**src/rtl/muldiv_seq.sv**
```systemverilog
// muldiv_seq: iterative RV32M multiply/divide unit; MULDIV_FAST_MUL_EN selects single-cycle multiplies
module muldiv_seq #(
    parameter int XLEN = 32
) (
    input  logic            clk,
    input  logic            rst,
    input  logic            req_valid,
    output logic            req_ready,
    input  logic [2:0]      req_op,
    input  logic [XLEN-1:0] req_a,
    input  logic [XLEN-1:0] req_b,
    output logic            resp_valid,
    input  logic            resp_ready,
    output logic [XLEN-1:0] resp_r,
    output logic            busy
);
    localparam int CW = $clog2(XLEN);
    localparam logic [CW-1:0] LAST = CW'(XLEN - 1);
    typedef enum logic [1:0] {IDLE, CALC, DONE} state_t;
    state_t state_q, state_d;
    logic [2:0] op_q, op_d;
    logic neg_q, neg_d, rneg_q, rneg_d;
    logic [XLEN-1:0] b_q, b_d, r_q, r_d;
    logic [2*XLEN-1:0] p_q, p_d;
    logic [CW-1:0] cnt_q, cnt_d;
    logic a_sgn, b_sgn, sa, sb;
    logic [XLEN-1:0] a_mag, b_mag, quo, rem, res;
    logic [XLEN:0] sum, diff;
    logic [2*XLEN-1:0] p_mul, p_div, prod;
`ifdef MULDIV_FAST_MUL_EN
    logic [2*XLEN-1:0] fprod;
    assign fprod = {{XLEN{sa}}, req_a} * {{XLEN{sb}}, req_b};
`endif
    assign a_sgn = (req_op == 3'b001) | (req_op == 3'b010) | (req_op == 3'b100) | (req_op == 3'b110);
    assign b_sgn = (req_op == 3'b001) | (req_op == 3'b100) | (req_op == 3'b110);
    assign sa = a_sgn & req_a[XLEN-1];
    assign sb = b_sgn & req_b[XLEN-1];
    assign a_mag = sa ? -req_a : req_a;
    assign b_mag = sb ? -req_b : req_b;
    assign req_ready = state_q == IDLE;
    assign resp_valid = state_q == DONE;
    assign busy = state_q != IDLE;
    assign resp_r = r_q;
    always_comb begin
        sum = {1'b0, p_q[2*XLEN-1:XLEN]} + (p_q[0] ? {1'b0, b_q} : '0);
        p_mul = {sum, p_q[XLEN-1:1]};
        // shift-subtract: low half collects quotient bits, high half holds the partial remainder
        diff = p_q[2*XLEN-1:XLEN-1] - {1'b0, b_q};
        p_div = diff[XLEN] ? {p_q[2*XLEN-2:0], 1'b0} : {diff[XLEN-1:0], p_q[XLEN-2:0], 1'b1};
        prod = neg_q ? -p_mul : p_mul;
        quo = neg_q ? -p_div[XLEN-1:0] : p_div[XLEN-1:0];
        rem = rneg_q ? -p_div[2*XLEN-1:XLEN] : p_div[2*XLEN-1:XLEN];
        res = op_q[2] ? (op_q[1] ? rem : quo) : (op_q[1:0] == 2'b00 ? prod[XLEN-1:0] : prod[2*XLEN-1:XLEN]);
        state_d = state_q;
        op_d = op_q;
        neg_d = neg_q;
        rneg_d = rneg_q;
        b_d = b_q;
        p_d = p_q;
        r_d = r_q;
        cnt_d = cnt_q;
        case (state_q)
            IDLE: if (req_valid) begin
                op_d = req_op;
                neg_d = sa ^ sb;
                rneg_d = sa;
                b_d = b_mag;
                p_d = {{XLEN{1'b0}}, a_mag};
                cnt_d = '0;
                state_d = CALC;
                if (req_op[2] && req_b == '0) begin
                    r_d = req_op[1] ? req_a : '1;
                    state_d = DONE;
                end else if (req_op[2] && !req_op[0] && req_a == {1'b1, {(XLEN-1){1'b0}}} && req_b == '1) begin
                    r_d = req_op[1] ? '0 : req_a;
                    state_d = DONE;
                end
`ifdef MULDIV_FAST_MUL_EN
                else if (!req_op[2]) begin
                    r_d = req_op[1:0] == 2'b00 ? fprod[XLEN-1:0] : fprod[2*XLEN-1:XLEN];
                    state_d = DONE;
                end
`endif
            end
            CALC: begin
                p_d = op_q[2] ? p_div : p_mul;
                cnt_d = cnt_q + 1'b1;
                if (cnt_q == LAST) begin
                    r_d = res;
                    state_d = DONE;
                end
            end
            DONE: state_d = resp_ready ? IDLE : DONE;
            default: state_d = IDLE;
        endcase
    end
    always_ff @(posedge clk) begin
        if (rst) begin
            state_q <= IDLE;
            op_q <= '0;
            neg_q <= 1'b0;
            rneg_q <= 1'b0;
            b_q <= '0;
            p_q <= '0;
            r_q <= '0;
            cnt_q <= '0;
        end else begin
            state_q <= state_d;
            op_q <= op_d;
            neg_q <= neg_d;
            rneg_q <= rneg_d;
            b_q <= b_d;
            p_q <= p_d;
            r_q <= r_d;
            cnt_q <= cnt_d;
        end
    end
endmodule
```
**config.mk**
```make
export PLATFORM = sky130hd
export DESIGN_NAME = muldiv_seq
export DESIGN_NICKNAME = d
export VERILOG_FILES = /design/src/rtl/muldiv_seq.sv
export SDC_FILE = /design/constraint.sdc
export NUM_CORES = 1
export LEC_CHECK = 0
export CAP_MARGIN = 20
export CELL_PAD_IN_SITES_DETAIL_PLACEMENT = 0
export CELL_PAD_IN_SITES_GLOBAL_PLACEMENT = 1
export CORE_UTILIZATION = 45
export DETAILED_ROUTE_END_ITERATION = 10
export PLACE_DENSITY = 0.82
export SYNTH_ARGS = -nofsm -noshare
export SYNTH_HDL_FRONTEND = slang
export SYNTH_SLANG_ARGS = --single-unit
```
**constraint.sdc**
```tcl
create_clock -name clk -period 9.7 [get_ports clk]
set_input_delay 2.425 -clock clk [delete_from_list [all_inputs] [get_ports clk]]
set_output_delay 2.425 -clock clk [all_outputs]
set_load 0.005 [all_outputs]
```
==> run_1/ff_map.png <==
Bar = 50 um. Other sequential cells in the stronger gray, the rest of the logic in the fainter gray.
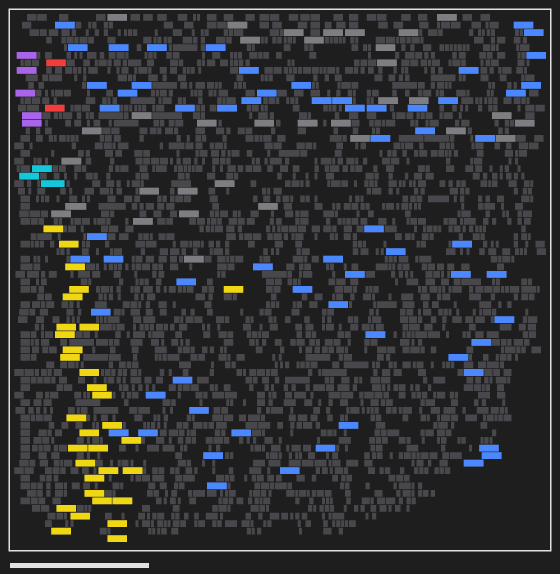
op_q: in cyan, flops 3. p_q: in blue, flops 64, where widely spread. b_q: in yellow, flops 32. cnt_q: in purple, flops 5, where top left. state_q: in red, flops 2.
Another 34 sequential cells are not colored.
fin util: 0.503
seq pwr: 0.712 mW
Reg area: 2810 um2
flop share of the area: 0.153

==> run_1/placed.png <==
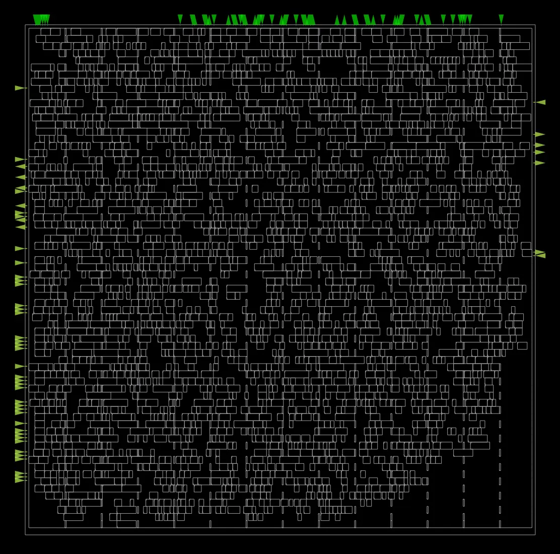
post-route insts no fill: 2904
num rows: 70
Tapcells: 468
flop count: 140
fill count: 3721

==> run_1/clock_wires.png <==
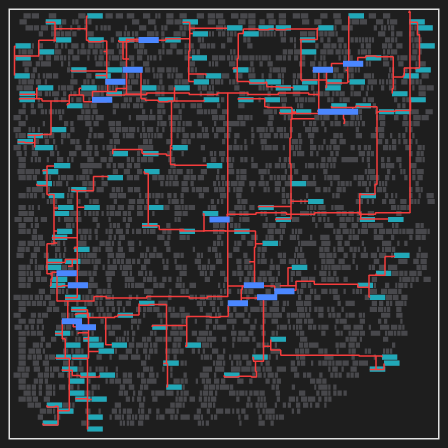
flip-flops: in cyan, count 140. clock-net drivers: in blue, count 17. clock wires: in red, length 2610 um.
Position of the flops: widely spread. There are 18 routed clock nets.
Skew-Pair Late Insertion Delay: 460 ps
Clock power frac: 0.270
Clock Power: 0.682 mW
clk_skew: 14.0 ps

run 1: registers in the layout (all words and copies together), names as in the netlist:
name	cells
resp_r	32
rneg_q	1
p_q	64
b_q	32
state_q	2
cnt_q	5
op_q	3
neg_q	1
run 1: cell type report:
type | count | share of cell area
well taps | 468 | 0.0319
flip-flops and latches | 140 | 0.153
diodes | 1 | 0.000136
clock inverters | 12 | 0.00607
inverters | 68 | 0.0139
multi-input cells | 2062 | 0.701
repair buffers | 133 | 0.0686
clock buffers | 20 | 0.0255
run 1: through the flow:
stage,worst slack [ps],util,hold WS [ps],instances
final,2200,0.503,458,2904
after global routing,1880,0.503,478,2903
after CTS,2570,0.503,462,2903
after detailed placement,2310,0.487,452,2871
after global placement,2470,0.487,443,2871
after floorplan,3680,-,432,2465
==> qor.yml, run 1 <==
worst_hold_path:
  min_to: "resp_r[0]"
  hp-class: "reg -> reg"
  hp-start: "resp_r[0]"
  min_path_cells: 2
detailed_routing:
  postRouteAntennaNets: 0
  via_per_inst: 6.50
  top_layer: "met4"
  wl_met3_mm: 4.95
  drc: 0
  first_pass_iters: 7
  drt-total-wl_mm: 66.0
  route.met2.wl_mm: 29.6
  met1Wirelength_mm: 28.7
  via_count: 18875
sta:
  relSlewSlack: 0.310
  min_period_ps: 7500
  setup_viol: 0
  finalHoldViolCount: 0
  fmax_mhz: 133
  slew_viol_final: 0
  finalCritPeriodShare: 0.773
  setup_tns_ps: 0
layout:
  syn_to_final_growth_pct: 10.1
  final_cell_mix: "290 x nor2_1, 289 x nand2_1, 241 x a21oi_1"
  finalNetCount: 2567
  drive_above_1_share: 0.0472
  final_common_cell: "nor2_1"
  logic_area_um2: 12900
  fin_area_um2: 18400
clocking:
  cts_buffers: 17
  ctsLongestPathBuffers: 2
  cts.sinks: 140
  cts_resized: 0
  root_buffer: "clkbuf_16"
  post_cts_buffers: 0
  htreeDepth: 4
floorplanning:
  core_um2: 36500
  initial_utilization: 0.456
  die_area_um2: 37800
  num_io_pins: 106
  die_x_um: 194
  die_h_um: 194
grt:
  top_usage_layer: "met2"
  met1_usage: 0.456
  grtUsageMet3: 0.0517
  grt_pass1_vias: 17375
  track_usage: 0.341
  antenna_found_initial: 1
  grt_max_degree: 87
  grt_overflow: 0
worst_setup_path:
  reg2regPathDepth: 23
  worstReg2RegStart: "p_q[31]"
  cp-endpoint: "resp_r[28]"
  crit_path_max_fanout: 21
  arrival_ps: 7820
  worstSetupPathDepth: 23
  end_kind: "flip-flop"
  cpPeakStageDelay_ps: 670
  r2r_end: "resp_r[28]"
  critPathSlowestCell: "a21boi_0"
  worstPathRequired_ps: 10020
  timing.critical_path.buf_inv: 4
  cp-startpoint: "p_q[31]"
  crit_type: "reg -> reg"
power_and_ir_drop:
  power.group.top: "combinational cells"
  p_comb_mw: 1.13
  seqPwrFrac: 0.283
  power_switching_mw: 1.12
  intPower_mw: 1.40
  leakage_nw: 6.62
  power.share.switching: 0.444
  totalPowerFinal_mw: 2.52
  powerDensity_nw_per_um2: 137
  vdd_ir_drop_max_uv: 132
synthesis:
  ys_top_cells_by_count: "292 x nor2_1, 289 x nand2_1, 241 x a21oi_1"
  synthMuxAreaShare: 0.0431
  flop_cell: "dfxtp_1"
  yosys_cells: 2465
  synth-simple-area-share: 0.272
  most_common_cell: "nor2_1"
  ys_warn_count: 0
  netlist_area_um2: 16700
  synth_seq_share: 0.168
  ys_sh_aoi: 0.301
  top_cells_by_area: "dfxtp_1 17%, a21oi_1 7.2%, nor2_1 6.6%"
  synth_adder_area_share: 0.0564
  ys_ff: 140
  syn_nets: 2610
  top_area_cell: "dfxtp_1"
  synthArstFlopShare: 0
  synthXorXnorAreaFrac: 0.0983
  syn_inst: 2465
  ys_types: 91
  ys_chip_area_um2: 16700
  edf_count: 0
  ys_top_logic_family: "AND-OR/OR-AND gates"
place:
  place.detailed.hpwl_mm: 49.2
  portBuffers: 105
  postPlaceCellArea_um2: 17800
outcome:
  status: "complete, no violations"
flow_run:
  drv_cap: 0
  openroad.warnings: 27
==> run_1/sizing.png <==
Bar = 50 um.
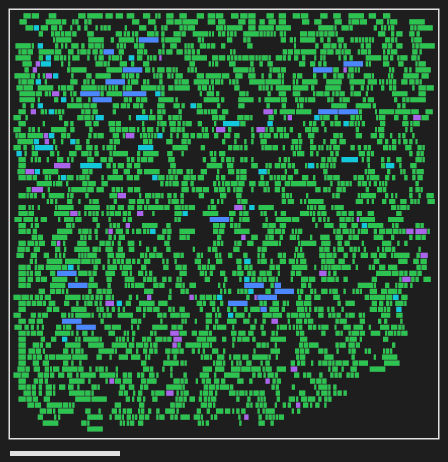

==> inputs of run 2 (changes only) <==
--- a/config.mk
+++ b/config.mk
@@ -8,9 +8,9 @@
 export CAP_MARGIN = 20
 export CELL_PAD_IN_SITES_DETAIL_PLACEMENT = 0
 export CELL_PAD_IN_SITES_GLOBAL_PLACEMENT = 1
-export CORE_UTILIZATION = 45
+export CORE_UTILIZATION = 40
 export DETAILED_ROUTE_END_ITERATION = 10
-export PLACE_DENSITY = 0.82
+export PLACE_DENSITY = 0.77
 export SYNTH_ARGS = -nofsm -noshare
 export SYNTH_HDL_FRONTEND = slang
 export SYNTH_SLANG_ARGS = --single-unit
==> constraint.sdc (replaced) <==
create_clock -name clk -period 6.4 [get_ports clk]
set_input_delay 1.6 -clock clk [delete_from_list [all_inputs] [get_ports clk]]
set_output_delay 1.6 -clock clk [all_outputs]
set_load 0.005 [all_outputs]
==> run_2/sizing.png <==
Bar = 50 um.
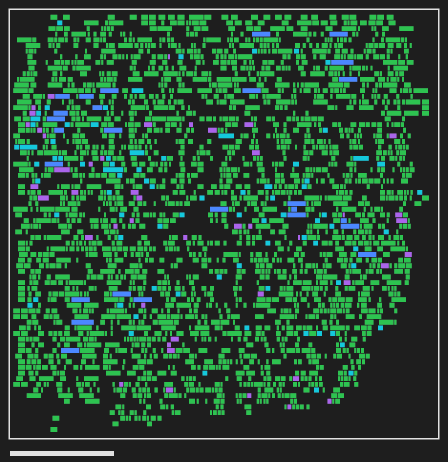
x3 and x4: in cyan, cells 80, share 3.2%, most used buf_4. x1 and smaller: in green, cells 2320, share 94%, most used nor2_1. x6 and larger: in blue, cells 26, share 1.1%, most used clkbuf_16. x2: in purple, cells 45, share 1.8%, most used or2_2.
post-route setup slack: 332 ps
Syn-to-layout area delta: 12.5%
final instance area: 18800 um2

==> qor.yml, run 2 <==
worst_setup_path:
  arrival_ps: 6420
  r2r_end: "resp_r[28]"
  worstPathRequired_ps: 6750
  cp-startpoint: "p_q[31]"
  reg2regPathDepth: 24
  cpPeakStageDelay_ps: 520
  end_kind: "flip-flop"
  cp-endpoint: "resp_r[28]"
  rrSetupSlack_ps: 330
  critPathSlowestCell: "or4_1"
  crit_type: "reg -> reg"
  crit_path_cell_trace: "inv_1, ha_1, fa_1, nand2b_1, a21boi_0, buf_4, o2111ai_1, o211ai_1, buf_4, o21a_1, o311a_2, inv_2, nor2_1, a21oi_1, ha_1, inv_1, or4_1, nor2_1, mux2i_1, nor3b_1, o2111ai_1, mux2i_1, nor4b_1, a2111oi_1"
  cp-start-kind: "flip-flop"
  crit_path_max_fanout: 6
  worstReg2RegStart: "p_q[31]"
sta:
  setup_tns_ps: 0
  rsz0062_at_grt: "false"
  fmax_mhz: 165
  setup_viol: 0
  worst_hold_slack_ps: 452
  min_period_ps: 6070
  slew_viol_final: 0
  worstMarginPinSlew_ps: 978
  relSlewSlack: 0.344
  finalCritPeriodShare: 0.948
  finalHoldViolCount: 0
place:
  place.detailed.hpwl_mm: 50.2
  post-place-ws_ps: 223
  portBuffers: 105
  place_inst: 2971
  postPlaceCellArea_um2: 18200
  gp_congestion: 0.967
layout:
  clkbuf_count: 20
  seq_area_um2: 2810
  clk_share: 0.0317
  diodes: 0
  buffers_excl_clock: 169
  finalNonFillerCells: 3003
  post-route-util: 0.458
  biggestCellCategory: "multi-input combinational cells"
  drive_above_1_share: 0.0611
  largest_reg_flops: 64
  top_register: "p_q"
  final.fill_count: 4315
  logic_area_um2: 12900
  bufAreaShareNonClock: 0.0835
  logic_gate_count: 2062
  final_common_cell: "nor2_1"
  finalNetCount: 2603
  inv_count: 68
  ff_count: 140
  seq-cell-share: 0.150
  combAreaFraction: 0.686
  final_cell_mix: "290 x nor2_1, 289 x nand2_1, 241 x a21oi_1"
synthesis:
  ys_chip_area_um2: 16700
  synthArstFlopShare: 0
  synth_top_area_share: 0.168
  ys_warn_count: 0
  synthMuxAreaShare: 0.0431
  ys_types: 91
  yosys_cells: 2465
  netlist_area_um2: 16700
  most_common_cell: "nor2_1"
  synth_seq_share: 0.168
  synth_adder_area_share: 0.0564
  ys_sh_aoi: 0.301
  postSynthAreaPerCell_um2: 6.76
  syn_inst: 2465
  synthXorXnorAreaFrac: 0.0983
  top_cells_by_area: "dfxtp_1 17%, a21oi_1 7.2%, nor2_1 6.6%"
  ys_ff: 140
  ys_top_logic_family: "AND-OR/OR-AND gates"
  edf_count: 0
  top_area_cell: "dfxtp_1"
  synth-simple-area-share: 0.272
  flop_cell: "dfxtp_1"
  syn_nets: 2610
  ys_top_cells_by_count: "292 x nor2_1, 289 x nand2_1, 241 x a21oi_1"
grt:
  track_usage: 0.310
  grt_max_degree: 88
  grt_pass1_wl_mm: 101
  grt_overflow: 0
  antenna_found_initial: 0
  grt_pass1_vias: 16869
worst_hold_path:
  min_to: "resp_r[0]"
  hp-class: "reg -> reg"
  min_path_cells: 2
  hp-start: "resp_r[0]"
clocking:
  cts_buffers: 17
  hold_buffers: 0
  cts.sinks: 140
  cts_resized: 0
  cts_tree: "built"
  root_buffer: "clkbuf_16"
  ctsLongestPathBuffers: 2
  post_cts_buffers: 0
  clk_pin_slew_ps: 70
  htreeDepth: 4
power_and_ir_drop:
  powerDensity_nw_per_um2: 206
  vdd_ir_drop_max_uv: 233
  totalPowerFinal_mw: 3.87
  leakage_nw: 6.82
detailed_routing:
  via_per_inst: 6.28
  route.met2.wl_mm: 30.4
  first_pass_iters: 8
  wl_met3_mm: 4.60
  drt-total-wl_mm: 66.8
  first_iter_violations: 1910
  via_count: 18870
  top_layer: "met4"
  met1Wirelength_mm: 29.4
  drc: 0
  wl_per_cell_um: 22.2
  postRouteAntennaNets: 0
floorplanning:
  num_io_pins: 106
  die_x_um: 206
  num_rows: 74
  die_h_um: 206
  core_um2: 40900
  initial_utilization: 0.407
  num_tap_cells: 532
  die_area_um2: 42500
flow_run:
  openroad.warnings: 27
  drv_cap: 0
outcome:
  status: "complete, no violations"
==> run_2/clock_wires.png <==
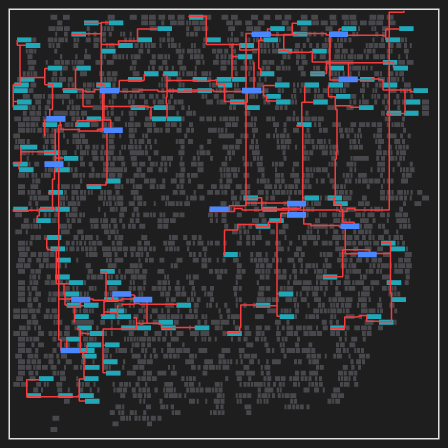
flip-flops: in cyan, count 140. clock-net drivers: in blue, count 17. clock wires: in red, length 2520 um.
Position of the flops: widely spread.
Clock Power: 1.04 mW
Skew-Pair Late Insertion Delay: 470 ps
clk_skew: 13.5 ps

## run 2: worst max-delay path: cells and delay by family (launching register included)
kind | cells | cell delay [ps]
AND-OR/OR-AND | 8 | 2080
AND/OR/NAND/NOR | 6 | 1330
adder cells (fa/ha/maj) | 3 | 920
buffers and inverters | 5 | 730
multiplexers | 2 | 570
flip-flops | 1 | 310
## run 2: routing by layer
| metal | vias up | global-route usage |
|---|---|---|
| li1 | 9008 | - |
| met2 | 814 | 0.495 |
| met5 | - | 0 |
| met1 | 8941 | 0.422 |
| met3 | 107 | 0.0358 |
| met4 | 0 | 0.122 |
## run 2: where the power goes
group	switching, mW	internal [mW]
sequential	0.126	0.944
combinational	1.11	0.643
clock	0.447	0.596
Power is estimated from default activity; no workload was simulated.
